===== src/rtl/gate_pkg.sv =====
// Shared types for the gate array: function-select encoding, self-test FSM
// states, and the reference reduction used to grade the datapath.
package gate_pkg;

  typedef enum logic [2:0] {
    MODE_OR   = 3'd0,
    MODE_AND  = 3'd1,
    MODE_XOR  = 3'd2,
    MODE_NOR  = 3'd3,
    MODE_NAND = 3'd4,
    MODE_XNOR = 3'd5
  } mode_e;

  localparam int unsigned MODE_LAST = 5;

  typedef enum logic [1:0] {
    BIST_IDLE,
    BIST_RUN,
    BIST_CHECK,
    BIST_DONE
  } bist_state_e;

  // Reference reduction over the low n bits of a column; written as a loop so
  // it shares no structure with the operator-based datapath it grades.
  function automatic logic gate_golden(input logic [2:0] mode,
                                       input logic [7:0] bits,
                                       input int unsigned n);
    logic r_or, r_and, r_xor;
    r_or  = 1'b0;
    r_and = 1'b1;
    r_xor = 1'b0;
    for (int unsigned k = 0; k < 8; k++) begin
      if (k < n) begin
        r_or  = r_or | bits[k];
        r_and = r_and & bits[k];
        r_xor = r_xor ^ bits[k];
      end
    end
    case (mode)
      MODE_OR:   return r_or;
      MODE_AND:  return r_and;
      MODE_XOR:  return r_xor;
      MODE_NOR:  return ~r_or;
      MODE_NAND: return ~r_and;
      MODE_XNOR: return ~r_xor;
      default:   return 1'b0;
    endcase
  endfunction

endpackage


===== src/rtl/gate_reduce.sv =====
// One bit column of the gate array: reduces NUM_IN operand bits under the
// selected mode. Illegal modes yield 0.
module gate_reduce
  import gate_pkg::*;
#(
  parameter int NUM_IN = 2
) (
  input  logic [NUM_IN-1:0] col_i,
  input  logic [2:0]        mode_i,
  output logic              y_o
);

  always_comb begin
    y_o = 1'b0;
    case (mode_i)
      MODE_OR:   y_o = |col_i;
      MODE_AND:  y_o = &col_i;
      MODE_XOR:  y_o = ^col_i;
      MODE_NOR:  y_o = ~|col_i;
      MODE_NAND: y_o = ~&col_i;
      MODE_XNOR: y_o = ~^col_i;
      default:   y_o = 1'b0;
    endcase
  end

endmodule


===== src/rtl/gate_array_reg.sv =====
// Registered multi-mode gate array with a valid/ready output stage.
// Define GATE_SELFTEST_EN to build the exhaustive self-test and bist_* ports.
module gate_array_reg
  import gate_pkg::*;
#(
  parameter int WIDTH  = 8,
  parameter int NUM_IN = 2
) (
  input  logic                    clk,
  input  logic                    rst,
  input  logic                    in_valid,
  output logic                    in_ready,
  input  logic [2:0]              in_mode,
  input  logic [NUM_IN*WIDTH-1:0] in_data,
  output logic                    out_valid,
  input  logic                    out_ready,
  output logic [WIDTH-1:0]        out_data,
  output logic                    out_err
`ifdef GATE_SELFTEST_EN
  ,
  input  logic                    bist_start,
  output logic                    bist_busy,
  output logic                    bist_done,
  output logic                    bist_pass
`endif
);

  logic                    busy;
  logic                    bist_kick;
  logic                    bist_load;
  logic [2:0]              dp_mode;
  logic [NUM_IN*WIDTH-1:0] dp_data;
  logic [WIDTH-1:0]        red;

  logic                    out_valid_q, out_valid_d;
  logic [WIDTH-1:0]        out_data_q, out_data_d;
  logic                    out_err_q, out_err_d;
  logic                    accept;

`ifdef GATE_SELFTEST_EN
  bist_state_e       state_q;
  logic [NUM_IN-1:0] pat_q;
  logic [2:0]        bmode_q;
  logic              exp_q;
  logic              cmp_q;
  logic              acc_q;
  logic              busy_q, done_q, pass_q;
  logic              bist_mis;
  logic              bist_last;

  assign busy      = busy_q;
  assign bist_kick = (state_q == BIST_IDLE) && bist_start;
  assign bist_load = (state_q == BIST_RUN);
  assign bist_busy = busy_q;
  assign bist_done = done_q;
  assign bist_pass = pass_q;
  assign bist_mis  = (out_data_q != {WIDTH{exp_q}}) || out_err_q;
  assign bist_last = (pat_q == {NUM_IN{1'b1}}) && (bmode_q == 3'(MODE_LAST));

  // While busy the datapath sees the sweep vector: operand k is pattern bit k
  // replicated across its width.
  always_comb begin
    dp_mode = in_mode;
    dp_data = in_data;
    if (busy_q) begin
      dp_mode = bmode_q;
      for (int k = 0; k < NUM_IN; k++) dp_data[k*WIDTH +: WIDTH] = {WIDTH{pat_q[k]}};
    end
  end

  always_ff @(posedge clk or posedge rst) begin
    if (rst) begin
      state_q <= BIST_IDLE;
      pat_q   <= '0;
      bmode_q <= '0;
      exp_q   <= 1'b0;
      cmp_q   <= 1'b0;
      acc_q   <= 1'b0;
      busy_q  <= 1'b0;
      done_q  <= 1'b0;
      pass_q  <= 1'b0;
    end else begin
      case (state_q)
        BIST_IDLE: begin
          if (bist_start) begin
            state_q <= BIST_RUN;
            pat_q   <= '0;
            bmode_q <= '0;
            cmp_q   <= 1'b0;
            acc_q   <= 1'b1;
            busy_q  <= 1'b1;
            done_q  <= 1'b0;
            pass_q  <= 1'b0;
          end
        end
        BIST_RUN: begin
          // The register now holds the previous vector's result; grade it
          // while the current vector is being captured.
          if (cmp_q && bist_mis) acc_q <= 1'b0;
          exp_q <= gate_golden(bmode_q, 8'(pat_q), unsigned'(NUM_IN));
          cmp_q <= 1'b1;
          if (pat_q == {NUM_IN{1'b1}}) begin
            pat_q   <= '0;
            bmode_q <= bmode_q + 3'd1;
          end else begin
            pat_q <= pat_q + 1'b1;
          end
          if (bist_last) state_q <= BIST_CHECK;
        end
        BIST_CHECK: begin
          if (cmp_q && bist_mis) acc_q <= 1'b0;
          cmp_q   <= 1'b0;
          state_q <= BIST_DONE;
        end
        BIST_DONE: begin
          busy_q  <= 1'b0;
          done_q  <= 1'b1;
          pass_q  <= acc_q;
          state_q <= BIST_IDLE;
        end
        default: state_q <= BIST_IDLE;
      endcase
    end
  end
`else
  assign busy      = 1'b0;
  assign bist_kick = 1'b0;
  assign bist_load = 1'b0;
  assign dp_mode   = in_mode;
  assign dp_data   = in_data;
`endif

  for (genvar b = 0; b < WIDTH; b++) begin : g_col
    logic [NUM_IN-1:0] col;
    always_comb begin
      col = '0;
      for (int k = 0; k < NUM_IN; k++) col[k] = dp_data[k*WIDTH + b];
    end
    gate_reduce #(.NUM_IN(NUM_IN)) u_red (
      .col_i  (col),
      .mode_i (dp_mode),
      .y_o    (red[b])
    );
  end

  assign in_ready  = !busy && (!out_valid_q || out_ready);
  assign accept    = in_valid && in_ready;
  assign out_valid = out_valid_q && !busy;
  assign out_data  = out_data_q;
  assign out_err   = out_err_q;

  // Output stage: reload on accept (or sweep vector), drain on out_ready;
  // starting the self-test drops whatever was held.
  always_comb begin
    out_valid_d = out_valid_q;
    out_data_d  = out_data_q;
    out_err_d   = out_err_q;
    if (accept || bist_load) begin
      out_data_d  = red;
      out_err_d   = (dp_mode > 3'(MODE_LAST));
      out_valid_d = accept;
    end else if (out_ready) begin
      out_valid_d = 1'b0;
    end
    if (bist_kick) out_valid_d = 1'b0;
  end

  always_ff @(posedge clk or posedge rst) begin
    if (rst) begin
      out_valid_q <= 1'b0;
      out_data_q  <= '0;
      out_err_q   <= 1'b0;
    end else begin
      out_valid_q <= out_valid_d;
      out_data_q  <= out_data_d;
      out_err_q   <= out_err_d;
    end
  end

endmodule


===== config.mk =====
export PLATFORM = sky130hd
export DESIGN_NAME = gate_array_reg
export DESIGN_NICKNAME = d
export VERILOG_FILES = /design/src/rtl/gate_pkg.sv /design/src/rtl/gate_reduce.sv /design/src/rtl/gate_array_reg.sv
export SDC_FILE = /design/constraint.sdc
export NUM_CORES = 1
export LEC_CHECK = 0
export CELL_PAD_IN_SITES_DETAIL_PLACEMENT = 0
export CELL_PAD_IN_SITES_GLOBAL_PLACEMENT = 1
export CORE_MARGIN = 4
export CORE_UTILIZATION = 34
export DETAILED_ROUTE_END_ITERATION = 16
export HOLD_SLACK_MARGIN = 0.03
export PLACE_DENSITY = 0.84
export SETUP_SLACK_MARGIN = 0.4
export SYNTH_ARGS = -nofsm -noshare
export SYNTH_HDL_FRONTEND = slang
export SYNTH_SLANG_ARGS = --single-unit

===== constraint.sdc =====
create_clock -name clk -period 1.6 [get_ports clk]
set_clock_uncertainty 0.2 [all_clocks]
set_input_delay 0.32 -clock clk [delete_from_list [all_inputs] [get_ports clk]]
set_output_delay 0.32 -clock clk [all_outputs]
set_load 0.01 [all_outputs]

==> flow_metrics.py, run 1 <==
# Synthesis and PnR figures
metrics = {
    "worst_setup_path": {
        "cp_slowest_cell": "dfrtp_1",
        "crit_chain": "nand2b_4 -> buf_6",
        "cp_endpoint_kind": "primary output",
        "worstSetupPathType": "register to primary output",
        "timing.critical_path.required_ps": 1080,
        "worst_endpoint_data_arrival_time_ps": 870,
        "critical_path_buf_inv_count": 1,
        "crit_path_launch": "out_valid$_DFFE_PP0P_",
        "reg2reg_depth": 6,
        "cp_top_family": "flip-flops",
        "reg2reg_slack_ps": 250,
        "critPathLaunchType": "register",
    },
    "timing": {
        "slew_viol_final": 0,
        "setup_repair_after_global_routing_missed_its_margin": "yes",
        "hold_ws_ps": 131,
        "timing.final.hold_violations": 0,
        "timing.slew.headroom_pct": 74.0,
        "setup_viol": 0,
        "finalCritPeriodShare_pct": 86.7,
    },
    "drt": {
        "routed-wl-met2_microns": 1610,
        "vias": 1103,
        "first_pass_iters": 2,
        "ant_nets": 0,
        "highest-signal-layer": "met3",
        "drt-initial-drc-count": 42,
        "final_routed_drc_violation_total": 0,
        "wirelength_microns": 2960,
        "met3_wirelength_microns": 121,
    },
    "cts": {
        "clock_path_buffers": 2,
        "clock_latency_ps": 260,
        "cts_tree": "built",
        "ctsRootBufferMaster": "clkbuf_4",
        "clkSlewWorstSetupHoldPaths_ps": 70,
        "holdBufCountCts": 0,
    },
    "placed_design": {
        "post-place-ws_ps": -547,
        "dp.cells": 214,
        "place.detailed.hpwl_microns": 2170,
    },
    "cells_and_area": {
        "stdcell_count": 224,
        "fillCellCount": 285,
        "nets": 220,
        "layout_top_cell_excl_fill_tap": "buf_4",
        "final_layout_size_suffix_gt1_share_pct": 51.1,
        "final_layout_top_logic_cells": "buf_4, mux2i_1, ha_4, buf_2, dfrtp_1",
    },
    "global_route": {
        "antenna_found_initial": 0,
        "grt_pass1_wl_microns": 4840,
        "grt_start_max_net_pins": 13,
        "grt_overflow_total": 0,
    },
    "logic_synthesis": {
        "post_synth_inst_count": 131,
        "synth-warning-count": 0,
        "ys_cells": 131,
        "synth_cell_type_count": 25,
        "post_synth_instance_area_sq_mm": 0.00113,
    },
    "floorplanning": {
        "floorplan.initialDensity_pct": 36.2,
    },
    "power_and_ir_drop": {
        "leakage_nw": 0.865,
        "power.density_cell_area_mw_per_mm2": 548,
    },
    "outcome": {
        "run_status": "finished, final reports clean",
    },
    "flow_run": {
        "stage_log_warnings": 37,
    },
}
==> run 1: where the power goes <==
part           leakage [nW]  switching (W)  internal [W]
clock network        0.0210      0.0000889      0.000138
logic                 0.724       0.000221      0.000269
registers             0.119      0.0000244      0.000290
total                 0.865       0.000334      0.000697
==> run 1: final cells by class <==
| cell class | count | area [sq um] | area share (%) |
|---|---|---|---|
| clock buffers | 4 | 36.3 | 1.93 |
| inverters | 21 | 124 | 6.58 |
| multi-input cells | 95 | 968 | 51.5 |
| flip-flops and latches | 10 | 250 | 13.3 |
| well taps | 44 | 55.1 | 2.93 |
| repair buffers | 50 | 448 | 23.8 |
==> run 1: registers in the layout, indices dropped and copies added, names as in the netlist <==
signal,count
out_data,8
out_err,1
out_valid,1
==> run 1: cells in the mapped netlist (all sizes together) <==
cell    number  area, sq um
inv         21         78.8
ha          16          200
mux2i       14          140
nand2b      11         68.8
dfrtp       10          250
nor2         8         35.0
o21ai        8         40.0
a21oi        6         30.0
buf          6         57.6
nand2        6         22.5
mux2         4         56.3
o22a         4         35.0
a211oi       3         22.5
a32oi        3         26.3
o22ai        3         18.8
or2          3         18.8
a31oi        2         12.5
and2         1         6.26
nor2b        1         6.26
o31ai        1         7.51
==> run 1: cell families (layout without fill, tap and decap cells) <==
family	after synthesis	count (layout)	synth area share [%]
compound gates	30	30	17.0
simple gates	30	31	13.9
buf+inv	27	75	12.0
mux	18	18	17.3
fa+ha+maj	16	16	17.7
flops	10	10	22.1
==> run 1: metal layers <==
metal,vias up,GRT usage [%]
met4,0,2.33
li1,549,-
met1,534,16.0
met2,20,26.3
met5,-,0
met3,0,2.91
==> run 1: repair_timing <==
action                                  CTS  global route
cloned                                    2             0
pin swaps                                26             9
gates resized                           141            24
setup buffers                             2             2
endpoints found under the setup margin   20            20
### Routing congestion map, run 1

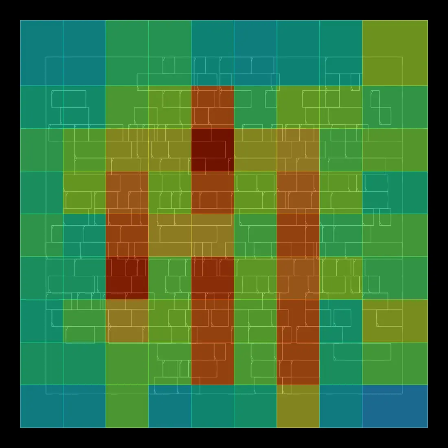
grt met1 use: 16.0%
wire per inst: 13.2 microns
most used routing layer: met2
total track usage: 13.9%

### Pin map, run 1

The bar under the picture is 20 microns long. Pins as bars across the die edge, other pins in grey.
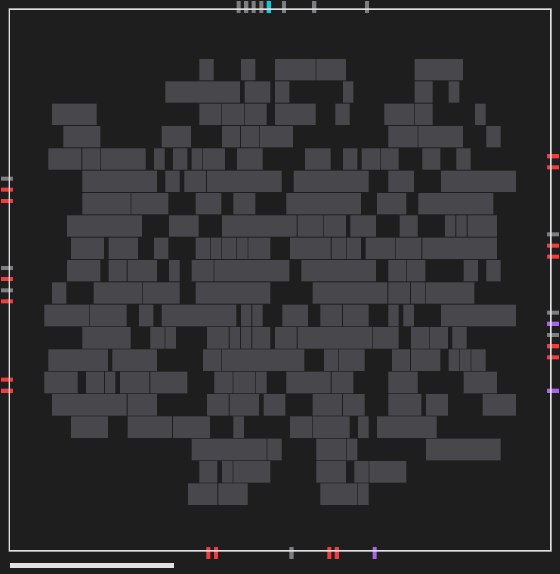
port	colour	pins	direction	edge
`out_err`	cyan	1	output	top
`in_mode`	purple	3	input	2 right, 1 bottom
`in_data`	red	16	input	6 left, 6 right, 4 bottom
all pins by edge	11 right, 9 left, 8 top, 6 bottom

### Wires at chosen ports, followed through buffers, run 1

The bar under the picture is 20 microns long.
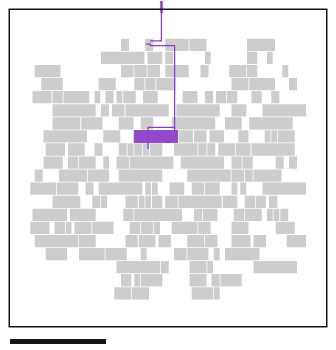
port	colour	direction	end cells	buffers	wire
`out_err`	purple	output	1	1	43.2 microns
IO Pins: 34
total of buffers placed on input and output ports: 33

### M2 wires, run 1

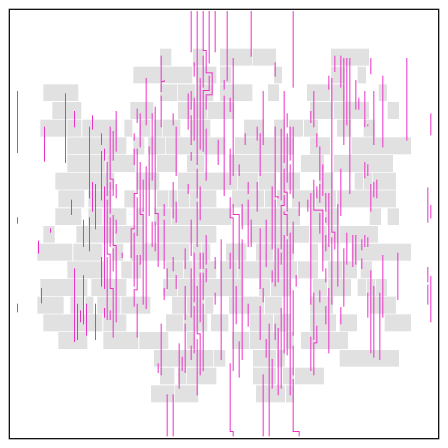
share of all routed wire	54%
nets with wire on the layer	198
longest straight run	24.8 microns
main direction	vertical
wire length on this layer	1,610 microns

==> run 2, diff against run 1 <==
- GPL_ROUTABILITY_DRIVEN: not set -> 0
### Pin map, run 2

The bar under the picture is 20 microns long. Pins as bars across the die edge, other pins in grey.
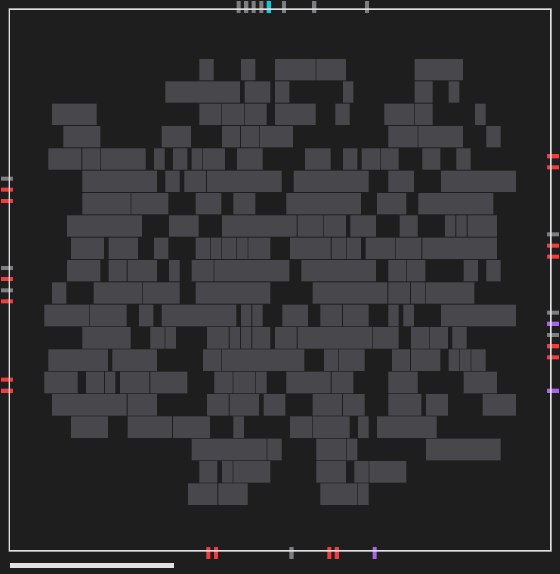
port	colour	pins	direction	edge
`out_err`	cyan	1	output	top
`in_mode`	purple	3	input	2 right, 1 bottom
`in_data`	red	16	input	6 left, 6 right, 4 bottom
all pins by edge	11 right, 9 left, 8 top, 6 bottom
Horiz. Die Dim: 65.7 microns
vertical die size: 65.7 microns

==> flow_metrics.py, run 2 <==
# Synthesis and PnR figures
metrics = {
    "timing": {
        "setup_repair_after_global_routing_missed_its_margin": "yes",
        "setup_viol": 0,
        "hold_ws_ps": 131,
        "slew_viol_final": 0,
        "timing.slew.headroom_pct": 74.0,
        "timing_worst_slew_pin_value_ps": 390,
        "timing.final.hold_violations": 0,
        "finalCritPeriodShare_pct": 86.7,
    },
    "floorplanning": {
        "top_level_ports": 34,
    },
    "placed_design": {
        "place.detailed.hpwl_microns": 2170,
        "port_buffers": 33,
        "dp.cells": 214,
        "post-place-ws_ps": -547,
    },
    "logic_synthesis": {
        "enable_flop_cells": 0,
        "synth_cell_type_count": 25,
        "synth.top_cells.by_area": "dfrtp_1, ha_1, mux2i_1, inv_1, nand2b_1",
        "yosys-top-cells-count": "inv_1, ha_1, mux2i_1",
        "xor_share_synth_pct": 0,
        "synth-warning-count": 0,
        "simple_gate_area_share_pct": 13.9,
        "post_synth_instance_area_sq_mm": 0.00113,
        "synth_top_cell_by_count": "inv_1",
        "synth-async-reset-ratio_pct": 100,
        "ys_cells": 131,
        "synth_top_flop_cell": "dfrtp_1",
        "area_fraction_in_compound_gates_after_synthesis_pct": 17.0,
        "top_area_share_pct": 22.1,
        "mux_area_fraction_pct": 17.3,
        "synthDominantAreaCellType": "dfrtp_1",
        "yosys-dominant-comb-family": "adder cells",
    },
    "cts": {
        "cts_tree": "built",
        "clock_latency_ps": 260,
        "cts_post_setup_buffers_inserted": 2,
        "clock_path_buffers": 2,
        "cts.repair.resized": 141,
        "clkSlewWorstSetupHoldPaths_ps": 70,
        "ctsRootBufferMaster": "clkbuf_4",
        "holdBufCountCts": 0,
    },
    "cells_and_area": {
        "layout_top_cell_excl_fill_tap": "buf_4",
        "nets": 220,
        "largest_register_ffs": 8,
        "fillCellCount": 285,
        "syn2layout_area_growth_pct": 66.0,
        "stdcell_count": 224,
        "final_layout_top_logic_cells": "buf_4, mux2i_1, ha_4, buf_2, dfrtp_1",
        "final_layout_size_suffix_gt1_share_pct": 51.1,
    },
    "drt": {
        "drt-initial-drc-count": 42,
        "first_pass_iters": 2,
        "wl_per_cell_microns": 13.2,
        "vias": 1103,
        "final_routed_drc_violation_total": 0,
        "ant_nets": 0,
        "wirelength_microns": 2960,
    },
    "power_and_ir_drop": {
        "leakage_nw": 0.865,
        "power.density_cell_area_mw_per_mm2": 548,
        "switching_share_pct": 32.4,
        "p_int_w": 0.000697,
        "power.share.clock_pct": 22.0,
        "power.combinational.fraction_pct": 47.5,
    },
    "worst_setup_path": {
        "timing.critical_path.required_ps": 1080,
        "cp_endpoint_kind": "primary output",
        "worst_endpoint_data_arrival_time_ps": 870,
        "cp_slowest_cell": "dfrtp_1",
        "critical_path_buf_inv_count": 1,
        "cp_top_family": "flip-flops",
        "worstSetupPathType": "register to primary output",
        "crit_chain": "nand2b_4 -> buf_6",
    },
    "global_route": {
        "grt_pass1_wl_microns": 4840,
        "antenna_found_initial": 0,
    },
    "outcome": {
        "run_status": "finished, final reports clean",
    },
    "flow_run": {
        "stage_log_warnings": 37,
    },
}
==> run 2: cell counts after synthesis <==
Identical to the previous run, type by type.
==> run 2: routing by layer <==
metal  vias to the layer above  part of all wire (%)  track usage [%]
met5                         -                     0                0
met4                         0                     0             2.33
met3                         0                   4.1             2.91
met2                        20                    54             26.3
met1                       534                    42             16.0
li1                        549                     -                -
==> run 2: final cells by class <==
type / instances / area (sq um) / area share (%)
clock buffer: 4 / 36.3 / 1.93
tap: 44 / 55.1 / 2.93
multi-input combinational: 95 / 968 / 51.5
sequential: 10 / 250 / 13.3
inverter: 21 / 124 / 6.58
timing repair buffer: 50 / 448 / 23.8
==> run 2: logic make-up after synthesis <==
group / Yosys count
AND-OR/OR-AND: 30
adder cells (fa/ha/maj): 16
flip-flops: 10
AND/OR/NAND/NOR: 30
buffers and inverters: 27
multiplexers: 18
==> run 2: power groups by stage <==
stage / combinational [W] / sequential [W] / clock, W
final: 0.000490 / 0.000315 / 0.000227
after floorplan: 0.000227 / 0.000332 / 0
after global routing: 0.000536 / 0.000318 / 0.000243
after CTS: 0.000453 / 0.000313 / 0.000228
after detailed placement: 0.000447 / 0.000319 / 0
after global placement: 0.000430 / 0.000317 / 0
==> run 2: path summary, 6_finish.rpt <==
path                                       start                 endpoint  slack (ps)  cells after the start
setup / recovery           out_valid$_DFFE_PP0P_                 in_ready         210                      2
hold / removal                               rst  out_data[1]$_DFFE_PP0P_         130                      2
setup reg to reg           out_valid$_DFFE_PP0P_  out_data[0]$_DFFE_PP0P_         250                      6
hold reg to reg              out_err$_DFFE_PP0P_      out_err$_DFFE_PP0P_         310                      2
max in group asynchronous                    rst  out_data[3]$_DFFE_PP0P_         790                      2
min in group clk                      in_mode[1]      out_err$_DFFE_PP0P_         190                      3
Power and IR drop assume default switching activity.
